<file path="config.mk">
export PLATFORM = sky130hd
export DESIGN_NAME = tube_controller
export DESIGN_NICKNAME = d
export VERILOG_FILES = /design/src/rtl/tube_controller.sv
export SDC_FILE = /design/constraint.sdc
export NUM_CORES = 1
export LEC_CHECK = 0
export CORE_MARGIN = 10
export CORE_UTILIZATION = 36
export CTS_CLUSTER_DIAMETER = 40
export DETAILED_ROUTE_END_ITERATION = 10
export GPL_ROUTABILITY_DRIVEN = 0
export GPL_TIMING_DRIVEN = 0
export PLACE_DENSITY_LB_ADDON = 0.25
export SLEW_MARGIN = 20
export SYNTH_ARGS = -nofsm -noshare
export SYNTH_HDL_FRONTEND = slang
export SYNTH_SLANG_ARGS = --single-unit
</file>
<file path="constraint.sdc">
create_clock -name clk -period 1.7 [get_ports clk]
set_input_delay 0.17 -clock clk [delete_from_list [all_inputs] [get_ports clk]]
set_output_delay 0.17 -clock clk [all_outputs]
set_load 0.005 [all_outputs]
</file>
<file path="src/rtl/tube_controller.sv">
// Memory-mapped four-digit seven-segment controller: DATA/CTRL (and optional RAW) registers on the CPU data bus.
// Optional raw-drive register enabled by defining TUBE_RAW_MODE_EN.
module tube_controller #(
    parameter logic [31:0] BASE_ADDR = 32'h4000_0010,
    parameter int          SCAN_DIV  = 10000
) (
    input  logic        clk,
    input  logic        reset,
    input  logic [31:0] MemBus_Address,
    input  logic [31:0] MemBus_Write_Data,
    input  logic        MemWrite,
    input  logic        MemRead,
    output logic [31:0] Device_Read_Data,
    output logic [3:0]  tube_select,
    output logic [7:0]  tube_segment,
    output logic        debug_state
);

    localparam logic [0:0] ST_IDLE = 1'b0;
    localparam logic [0:0] ST_SCAN = 1'b1;

    localparam int              PW         = (SCAN_DIV > 2) ? $clog2(SCAN_DIV) : 1;
    localparam logic [PW-1:0]   PRESC_LAST = PW'(SCAN_DIV - 1);

    logic [29:0] word_addr;
    logic        sel_data;
    logic        sel_ctrl;

    logic [15:0]   data_q;
    logic [11:0]   ctrl_q;
    logic [0:0]    state_q;
    logic [PW-1:0] presc_q;
    logic [1:0]    idx_q;

    logic       wr_data;
    logic       wr_ctrl;
    logic       next_en;
    logic       scan_go;
    logic [3:0] nibble;
    logic [3:0] dp_mask;
    logic [3:0] blank_mask;
    logic [3:0] next_sel;
    logic [7:0] next_seg;

    logic unused_bits;
    assign unused_bits = ^{MemBus_Address[1:0], MemBus_Write_Data[31:16]};

`ifdef TUBE_RAW_MODE_EN
    logic        sel_raw;
    logic        wr_raw;
    logic [12:0] raw_q;
`endif

    function automatic logic [6:0] hex7(input logic [3:0] n);
        case (n)
            4'h0: hex7 = 7'h3F;
            4'h1: hex7 = 7'h06;
            4'h2: hex7 = 7'h5B;
            4'h3: hex7 = 7'h4F;
            4'h4: hex7 = 7'h66;
            4'h5: hex7 = 7'h6D;
            4'h6: hex7 = 7'h7D;
            4'h7: hex7 = 7'h07;
            4'h8: hex7 = 7'h7F;
            4'h9: hex7 = 7'h6F;
            4'hA: hex7 = 7'h77;
            4'hB: hex7 = 7'h7C;
            4'hC: hex7 = 7'h39;
            4'hD: hex7 = 7'h5E;
            4'hE: hex7 = 7'h79;
            default: hex7 = 7'h71;
        endcase
    endfunction

    assign word_addr = MemBus_Address[31:2];
    assign sel_data  = (word_addr == BASE_ADDR[31:2]);
    assign sel_ctrl  = (word_addr == (BASE_ADDR[31:2] + 30'd1));
    assign wr_data   = MemWrite && sel_data;
    assign wr_ctrl   = MemWrite && sel_ctrl;

`ifdef TUBE_RAW_MODE_EN
    assign sel_raw = (word_addr == (BASE_ADDR[31:2] + 30'd2));
    assign wr_raw  = MemWrite && sel_raw;
`endif

    // A disable write takes effect on the same edge, overriding any terminal count.
    assign next_en = wr_ctrl ? MemBus_Write_Data[0] : ctrl_q[0];
    assign scan_go = ctrl_q[0] && next_en;

    assign dp_mask    = ctrl_q[7:4];
    assign blank_mask = ctrl_q[11:8];
    assign debug_state = state_q[0];

    always_comb begin
        nibble   = data_q[{idx_q, 2'b00} +: 4];
        next_sel = 4'b0001 << idx_q;
        next_seg = blank_mask[idx_q] ? 8'h00 : {dp_mask[idx_q], hex7(nibble)};
`ifdef TUBE_RAW_MODE_EN
        if (raw_q[12]) begin
            next_sel = raw_q[11:8];
            next_seg = raw_q[7:0];
        end
`endif
    end

    // Reads observe register contents before any same-cycle store.
    always_comb begin
        Device_Read_Data = 32'h0;
        if (MemRead) begin
            if (sel_data) begin
                Device_Read_Data = {16'h0, data_q};
            end else if (sel_ctrl) begin
                Device_Read_Data = {20'h0, ctrl_q};
            end
`ifdef TUBE_RAW_MODE_EN
            else if (sel_raw) begin
                Device_Read_Data = {19'h0, raw_q};
            end
`endif
        end
    end

    always_ff @(posedge clk) begin
        if (!reset) begin
            data_q       <= 16'h0;
            ctrl_q       <= 12'h0;
            state_q      <= ST_IDLE;
            presc_q      <= '0;
            idx_q        <= 2'd0;
            tube_select  <= 4'h0;
            tube_segment <= 8'h00;
`ifdef TUBE_RAW_MODE_EN
            raw_q        <= 13'h0;
`endif
        end else begin
            if (wr_data) data_q <= MemBus_Write_Data[15:0];
            if (wr_ctrl) ctrl_q <= MemBus_Write_Data[11:0];
`ifdef TUBE_RAW_MODE_EN
            if (wr_raw) raw_q <= MemBus_Write_Data[12:0];
`endif
            if (scan_go) begin
                state_q      <= ST_SCAN;
                tube_select  <= next_sel;
                tube_segment <= next_seg;
                if (presc_q == PRESC_LAST) begin
                    presc_q <= '0;
                    idx_q   <= idx_q + 2'd1;
                end else begin
                    presc_q <= presc_q + 1'b1;
                end
            end else begin
                state_q      <= ST_IDLE;
                presc_q      <= '0;
                idx_q        <= 2'd0;
                tube_select  <= 4'h0;
                tube_segment <= 8'h00;
            end
        end
    end

endmodule

</file>
==> reports/results.tsv <==
metric	value	unit
status	complete, but fails checks	
violations	setup timing	
finalNonFillerCells	582	
synthesis.area	2960	um2
start_kind	register	
drt_first_pass_iters	4	
crit_chain	buf_8 -> mux4_2 -> inv_4 -> ha_4 -> a21o_1 -> a221oi_2	
syn_area_per_cell	8.97	um2
fin_ws	-0.195	ns
track_usage	14.4	%
worst_path_max_delay_cell	mux4_2	
dominant_cells	logic gates	
fin_crit	1.89	ns
fin_util	56.5	%
syn-instance-count	330	
num_io_pins	113	
buf_share	28.4	%
endpoint_kind	register	
pre_cts_ws	-1.19	ns
r2r_cells	6	
ys_sh_mux	6.42	%
seq_area_share	25.0	%
largest_register	data_q	
ys_types	44	
total_power	0.00261	W
n_all_inverters	6	
comb_area	1820	um2
tightest_slew	0.510	ns
fill_cells	772	
layout_top_cell	dfxtp_1	
wl_per_cell	16.3	um
ys_cells	330	
largestRegisters	data_q (16), presc_q (14), ctrl_q (12)	
wl_met3	551	um
ff_type	dfxtp_1	
synth-adder-area-share	3.38	%
synth-edff-count	0	
holdBufCountCts	0	
flop-count	57	
met1Wirelength	3.73	mm
setup_viol	20	
cell usage after synthesis (2+ instances only):
| cell | n | share of area, % |
|---|---|---|
| buf_2 | 6 | 1.0 |
| and2_1 | 5 | 1.1 |
| buf_6 | 5 | 1.9 |
| a211oi_1 | 3 | 0.76 |
| nor4_4 | 2 | 1.4 |
| o21ai_1 | 12 | 2.0 |
| nand4_1 | 10 | 2.1 |
| buf_1 | 2 | 0.25 |
| a22o_1 | 12 | 3.5 |
| dfxtp_1 | 57 | 39 |
| xnor2_1 | 12 | 3.5 |
| o21ai_0 | 18 | 3.0 |
| nand3_1 | 31 | 5.2 |
| mux2i_1 | 4 | 1.4 |
| nor4b_1 | 5 | 1.5 |
| a221oi_1 | 2 | 0.59 |
| mux4_2 | 5 | 3.8 |
| nor4_1 | 4 | 0.84 |
| buf_4 | 17 | 4.3 |
| nor2b_1 | 3 | 0.63 |
| clkbuf_1 | 6 | 0.76 |
| nor2_1 | 29 | 3.7 |
| nand2_1 | 35 | 4.4 |
| ha_1 | 8 | 3.4 |
| and3_1 | 6 | 1.3 |
| xor2_1 | 6 | 1.8 |
| nor3_1 | 4 | 0.68 |
| inv_1 | 5 | 0.63 |
where the power goes:
part / switching (W) / internal, W / leakage (nW) / total [W]
clock: 0.000528 / 0.000519 / 0.0839 / 0.00105
combinational: 0.000100 / 0.000127 / 1.32 / 0.000227
sequential: 0.000000000000519 / 0.00134 / 0.459 / 0.00134
worst paths after layout:
kind                                         start              end
worst min-delay path            MemBus_Address[10]         idx_q[1]
worst min register to register          presc_q[0]       presc_q[0]
worst max-delay path                      idx_q[0]  tube_segment[1]
worst max register to register            idx_q[0]  tube_segment[1]
### Met1 routing

Supply wires on this layer in grey.
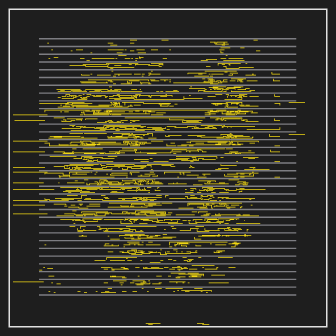
longest straight run = 37.3 um
main direction = horizontal
share of all routed wire = 39%
nets with wire on the layer = 487
wire length on this layer = 3730 um

### Signal wires on met4

Supply wires on this layer in grey.
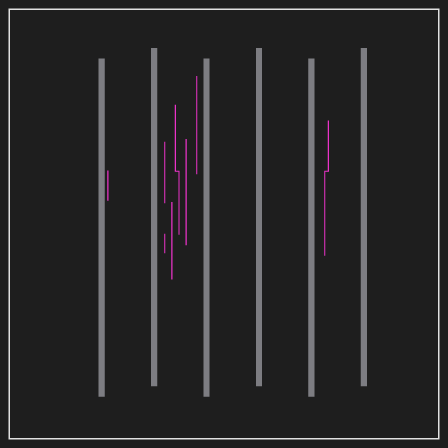
longest straight run = 27.2 um
nets with wire on the layer = 5
Post-Route WL: 9.46 mm
via count: 2913

### Close-up of the layout

The bar under the picture is 10 um long. Window x 40 to 70, y 40 to 70 um. Cells in grey, sequential cells in the stronger grey; small squares are vias.
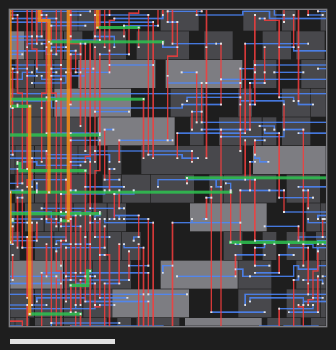
met2 -> red
met4 -> orange
met1 -> blue
met3 -> green
netlist names of flops here include = data_q (3), presc_q (3), ctrl_q (2)
most frequent = buf_4 (10), dfxtp_1 (9), nand3_1 (8)
cells with their middle in the window = 75
sequential cells in the window = 9

Power is estimated from default activity; no workload was simulated.
